run_1/clock_wires.png
Scale bar: 50 microns.
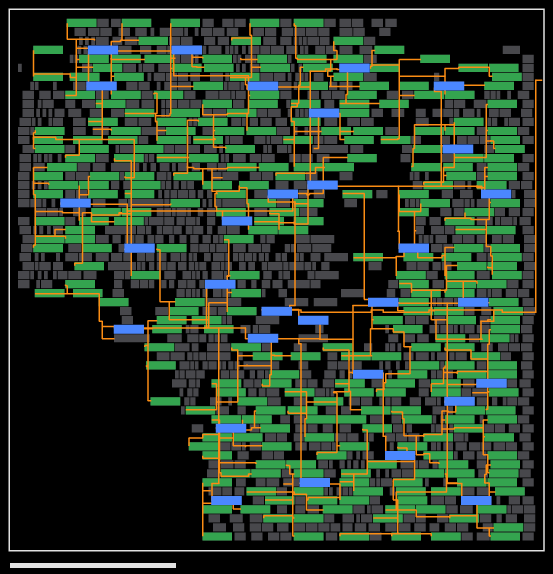
run_1/gates.png
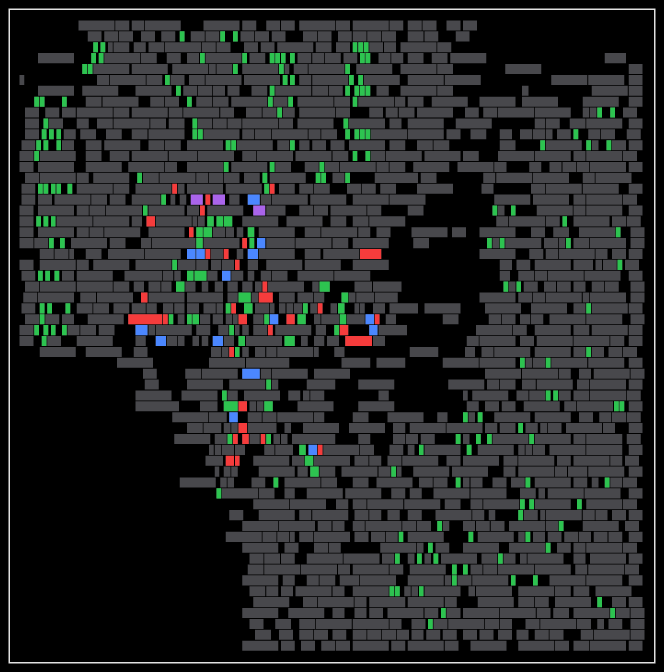
run_1/congestion_map.png
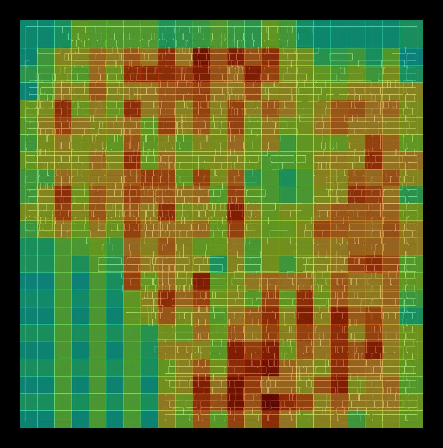
Design sd_cmd_issuer, sky130hd; sources not shown.
==> results.toml, run 1 <==
# implementation run metrics
[finish]
logic_area_sq_um = 4350
area_delta_synth_final_pct = 36.6
n_sequential_cell = 297
final_cell_mix = "297 x dfrtp_1, 268 x clkdlybuf4s50_1, 176 x nand2_1, 128 x a22o_1, 101 x mux2_2"
stdcell_area_sq_um = 16400
n_all_inverters = 10
nets = 1374
clk_share_pct = 6.48
largest_reg_flops = 128
fill_cells = 1695
num-nonclk-buffers = 309
clockBufferCount = 43
sh_seq_area_pct = 45.2
antennaDiodeCount = 0
final_layout_size_suffix_gt1_share_pct = 16.3
bufAreaShareNonClock_pct = 19.1

[floorplanning]
rows = 58
fp_util_pct = 48.8
fp.dieH_microns = 163
fp.coreArea_sq_um = 24700
num_tap_cells = 330
num_io_pins = 271

[synthesis]
fp_nets = 1092
ys_seq_share_pct = 61.8
yosys.area_share.xor_xnor_pct = 0.218
common_cells = "297 x dfrtp_1, 176 x nand2_1, 128 x a22o_1"
simple_gate_area_share_pct = 9.09
synthesis.instances = 982
ys_async_sr_fraction_pct = 100
ys_area_sq_um = 12000
compound_area_share_pct = 15.4
synth_flops = 297
top_area_share_pct = 61.8
edf_count = 0
yosys-top-cells-area = "dfrtp_1 62%, mux2_2 9.5%, a22o_1 9.3%, nand2_1 5.5%, o21ai_0 2.3%"
yosysCellCount = 982
yosys.area_share.adder_pct = 1.04
logic_family = "AND-OR/OR-AND gates"
syn_avg_cell_area_sq_um = 12.3
most_common_cell = "dfrtp_1"
ys_types = 60
synth_warnings = 0
ff_type = "dfrtp_1"
syn-cell-area_sq_um = 12000

[clocking]
cts_tree = "yes"
cts-root-buf = "clkbuf_16"
numCtsBuffers = 30
cts_resized = 0
cts_setup_buffers = 0
clk_pin_slew_ns = 0.06

[detailed_routing]
wl_met3_microns = 2350
first_iter_violations = 877
via_count = 9300
drt_first_pass_iters = 5
dr_wl_met2_microns = 16500
ant_nets = 0
drc_errors = 0
top_layer = "met4"
wl_met1_microns = 12600
viasPerCell = 5.75
wirelength_microns = 32700

[power]
p_seq_mw = 4.94
finalPower_mw = 11.6
power.internal_mw = 8.29
seqPwrFrac_pct = 42.6
p_sw_mw = 3.30
vdd_drop_max_mv = 0.587
power.group.top = "registers"
powerComb_mw = 2.31
power.density_nw_per_um2 = 705
comb_power_share_pct = 19.9

[placed_design]
dp_hpwl_microns = 21900
portBuffers = 269
dp.cells = 1561

[sta]
drv_slew = 0
fmax_ghz = 0.397
setup_tns_ns = 0
hold_violations = 0
setup_slack_ns = 0.234
whs_ns = 0.376
slew-limit-headroom_pct = 52.2
fin_crit_ns = 2.52
worst_pin_slew_ns = 0.709

[critical_path]
start_kind = "flop"
crit_buf_inv = 1
rr_worst_depth = 6
crit_path_top_delay_cell = "or3b_2"
cp_num_cells = 6
crit_type = "reg -> reg"
cp_cell_sequence = "ha_1, or3b_2, a22oi_1, a311oi_4, buf_12, mux2_1"
path_delay_family = "simple AND/OR/NAND/NOR gates"
worstPathMaxFanout = 25
cpPeakStageDelay_ns = 0.57
worstPathArrival_ns = 2.84

[worst_hold_path]
hold_path_class = "reg -> reg"
hold_path_depth = 2

[run]
max_cap_violations = 0

[global_routing]
grt_pass1_wl_microns = 51400
grt.overflow.total = 0
top_usage_layer = "met2"
grt_use_total_pct = 24.6

[status]
status = "finished, final reports clean"
-- clock_wires.png (at the start) --
Key: orange = clock wires [length 3340 microns]; green = flip-flops [count 297]; blue = clock-net drivers [count 30]
Position of the flops: all over the die.
Clk pwr share: 37.5%
Clk power: 4.34 mW
Late-Pin Clk Latency: 0.54 ns

-- gates.png (at the start) --
Key: green = nand cells [cells 201, most used nand2_1, where all over the die]; purple = xor and xnor cells [cells 3, most used xnor2_1]; blue = and/or cells [cells 15, most used and3_1]; red = nor cells [cells 33, most used nor2_1]
dominant logic cell type in the layout: dfrtp_1
Post-Layout Cell Count: 1616
logic share of the area: 26.5%

-- congestion_map.png (at the start) --
wire length per cell: 20.2 microns
met3 Use GR: 4.38%

## Run 2: what changed since run 1
--- a/config.mk
+++ b/config.mk
@@ -7,6 +7,7 @@
 export LEC_CHECK = 0
 export ABC_CLOCK_PERIOD_IN_PS = 2750
 export CORE_AREA = 2 2 159 161
+export CTS_CLUSTER_SIZE = 25
 export DETAILED_ROUTE_END_ITERATION = 10
 export DIE_AREA = 0 0 161 163
 export GPL_ROUTABILITY_DRIVEN = 0
run_2/congestion_map.png
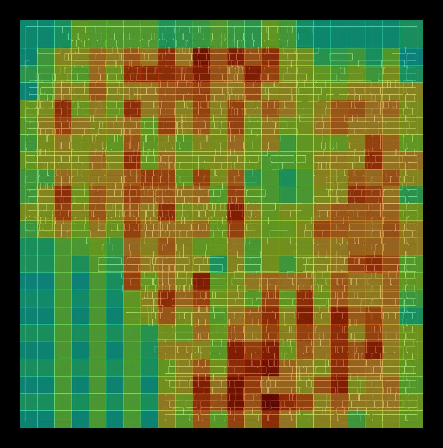
grt met2 use: 42.3%
fin util: 66.6%

==> run 2 against run 1 <==
Synthesized cell count is the same. Global-route usage did not move. Setup slack stayed put. Sequential share of layout area is the same. Total power unchanged. Critical path depth stayed put. Sequential power is essentially flat. Synthesized area unchanged. Combinational power about the same. Fmax unchanged. Clock power is essentially flat. Wire length is the same.
==> results.toml, run 2 <==
# implementation run metrics
[status]
status = "finished, final reports clean"

[worst_hold_path]
hold_path_class = "reg -> reg"
hold_path_depth = 2

[power]
seqPwrFrac_pct = 42.6
clk-power_mw = 4.34
power.internal_mw = 8.29
finalPower_mw = 11.6
p_seq_mw = 4.94
power.density_nw_per_um2 = 705
comb_power_share_pct = 19.9
powerComb_mw = 2.31
power.group.top = "registers"
clockPowerShare_pct = 37.5
p_sw_mw = 3.30

[detailed_routing]
first_iter_violations = 877
drc_errors = 0
via_count = 9300
wl_met1_microns = 12600
wl_met3_microns = 2350
drt_first_pass_iters = 5
dr_wl_met2_microns = 16500
wl_per_cell_microns = 20.2
viasPerCell = 5.75
wirelength_microns = 32700
ant_nets = 0
top_layer = "met4"

[critical_path]
end_kind = "flop"
worstPathArrival_ns = 2.84
worstPathMaxFanout = 25
crit_path_top_delay_cell = "or3b_2"
cpPeakStageDelay_ns = 0.57
rr_worst_depth = 6
crit_buf_inv = 1
cp_num_cells = 6
path_delay_family = "simple AND/OR/NAND/NOR gates"
start_kind = "flop"
cp_cell_sequence = "ha_1, or3b_2, a22oi_1, a311oi_4, buf_12, mux2_1"
crit_type = "reg -> reg"

[finish]
clockBufferCount = 43
final_cells = 1616
bufAreaShareNonClock_pct = 19.1
stdcell_area_sq_um = 16400
n_all_inverters = 10
nets = 1374
n_sequential_cell = 297
fill_cells = 1695
logic_area_sq_um = 4350
largest_reg_flops = 128
sh_seq_area_pct = 45.2
num-nonclk-buffers = 309
final_cell_mix = "297 x dfrtp_1, 268 x clkdlybuf4s50_1, 176 x nand2_1, 128 x a22o_1, 101 x mux2_2"
antennaDiodeCount = 0
clk_share_pct = 6.48
lay_top_count = "dfrtp_1"

[clocking]
cts-root-buf = "clkbuf_16"
cts_sinks = 297
cts_tree = "yes"
clk_pin_slew_ns = 0.06
cts_setup_buffers = 0
cts_resized = 0
clock_latency_ns = 0.54
numCtsBuffers = 30

[synthesis]
yosys-top-cells-area = "dfrtp_1 62%, mux2_2 9.5%, a22o_1 9.3%, nand2_1 5.5%, o21ai_0 2.3%"
ff_type = "dfrtp_1"
simple_gate_area_share_pct = 9.09
common_cells = "297 x dfrtp_1, 176 x nand2_1, 128 x a22o_1"
ys_seq_share_pct = 61.8
syn-cell-area_sq_um = 12000
synthesis.instances = 982
edf_count = 0
fp_nets = 1092
most_common_cell = "dfrtp_1"
syn_avg_cell_area_sq_um = 12.3
ys_area_sq_um = 12000
synth_flops = 297
yosys.area_share.xor_xnor_pct = 0.218
yosysCellCount = 982
compound_area_share_pct = 15.4
logic_family = "AND-OR/OR-AND gates"
yosys.area_share.adder_pct = 1.04
ys_async_sr_fraction_pct = 100
synth_warnings = 0
ys_types = 60

[floorplanning]
fp_util_pct = 48.8
num_io_pins = 271
fp.dieH_microns = 163
rows = 58
num_tap_cells = 330

[sta]
slew-limit-headroom_pct = 52.2
whs_ns = 0.376
fmax_ghz = 0.397
fin_crit_ns = 2.52
hold_violations = 0
setup_tns_ns = 0
setup_slack_ns = 0.234
drv_slew = 0

[run]
max_cap_violations = 0

[placed_design]
portBuffers = 269
dp.cells = 1561
dp_hpwl_microns = 21900

[global_routing]
grt_use_total_pct = 24.6
grtUsageMet3_pct = 4.38
Power figures rest on the tool's default switching activity, not on a simulated workload.
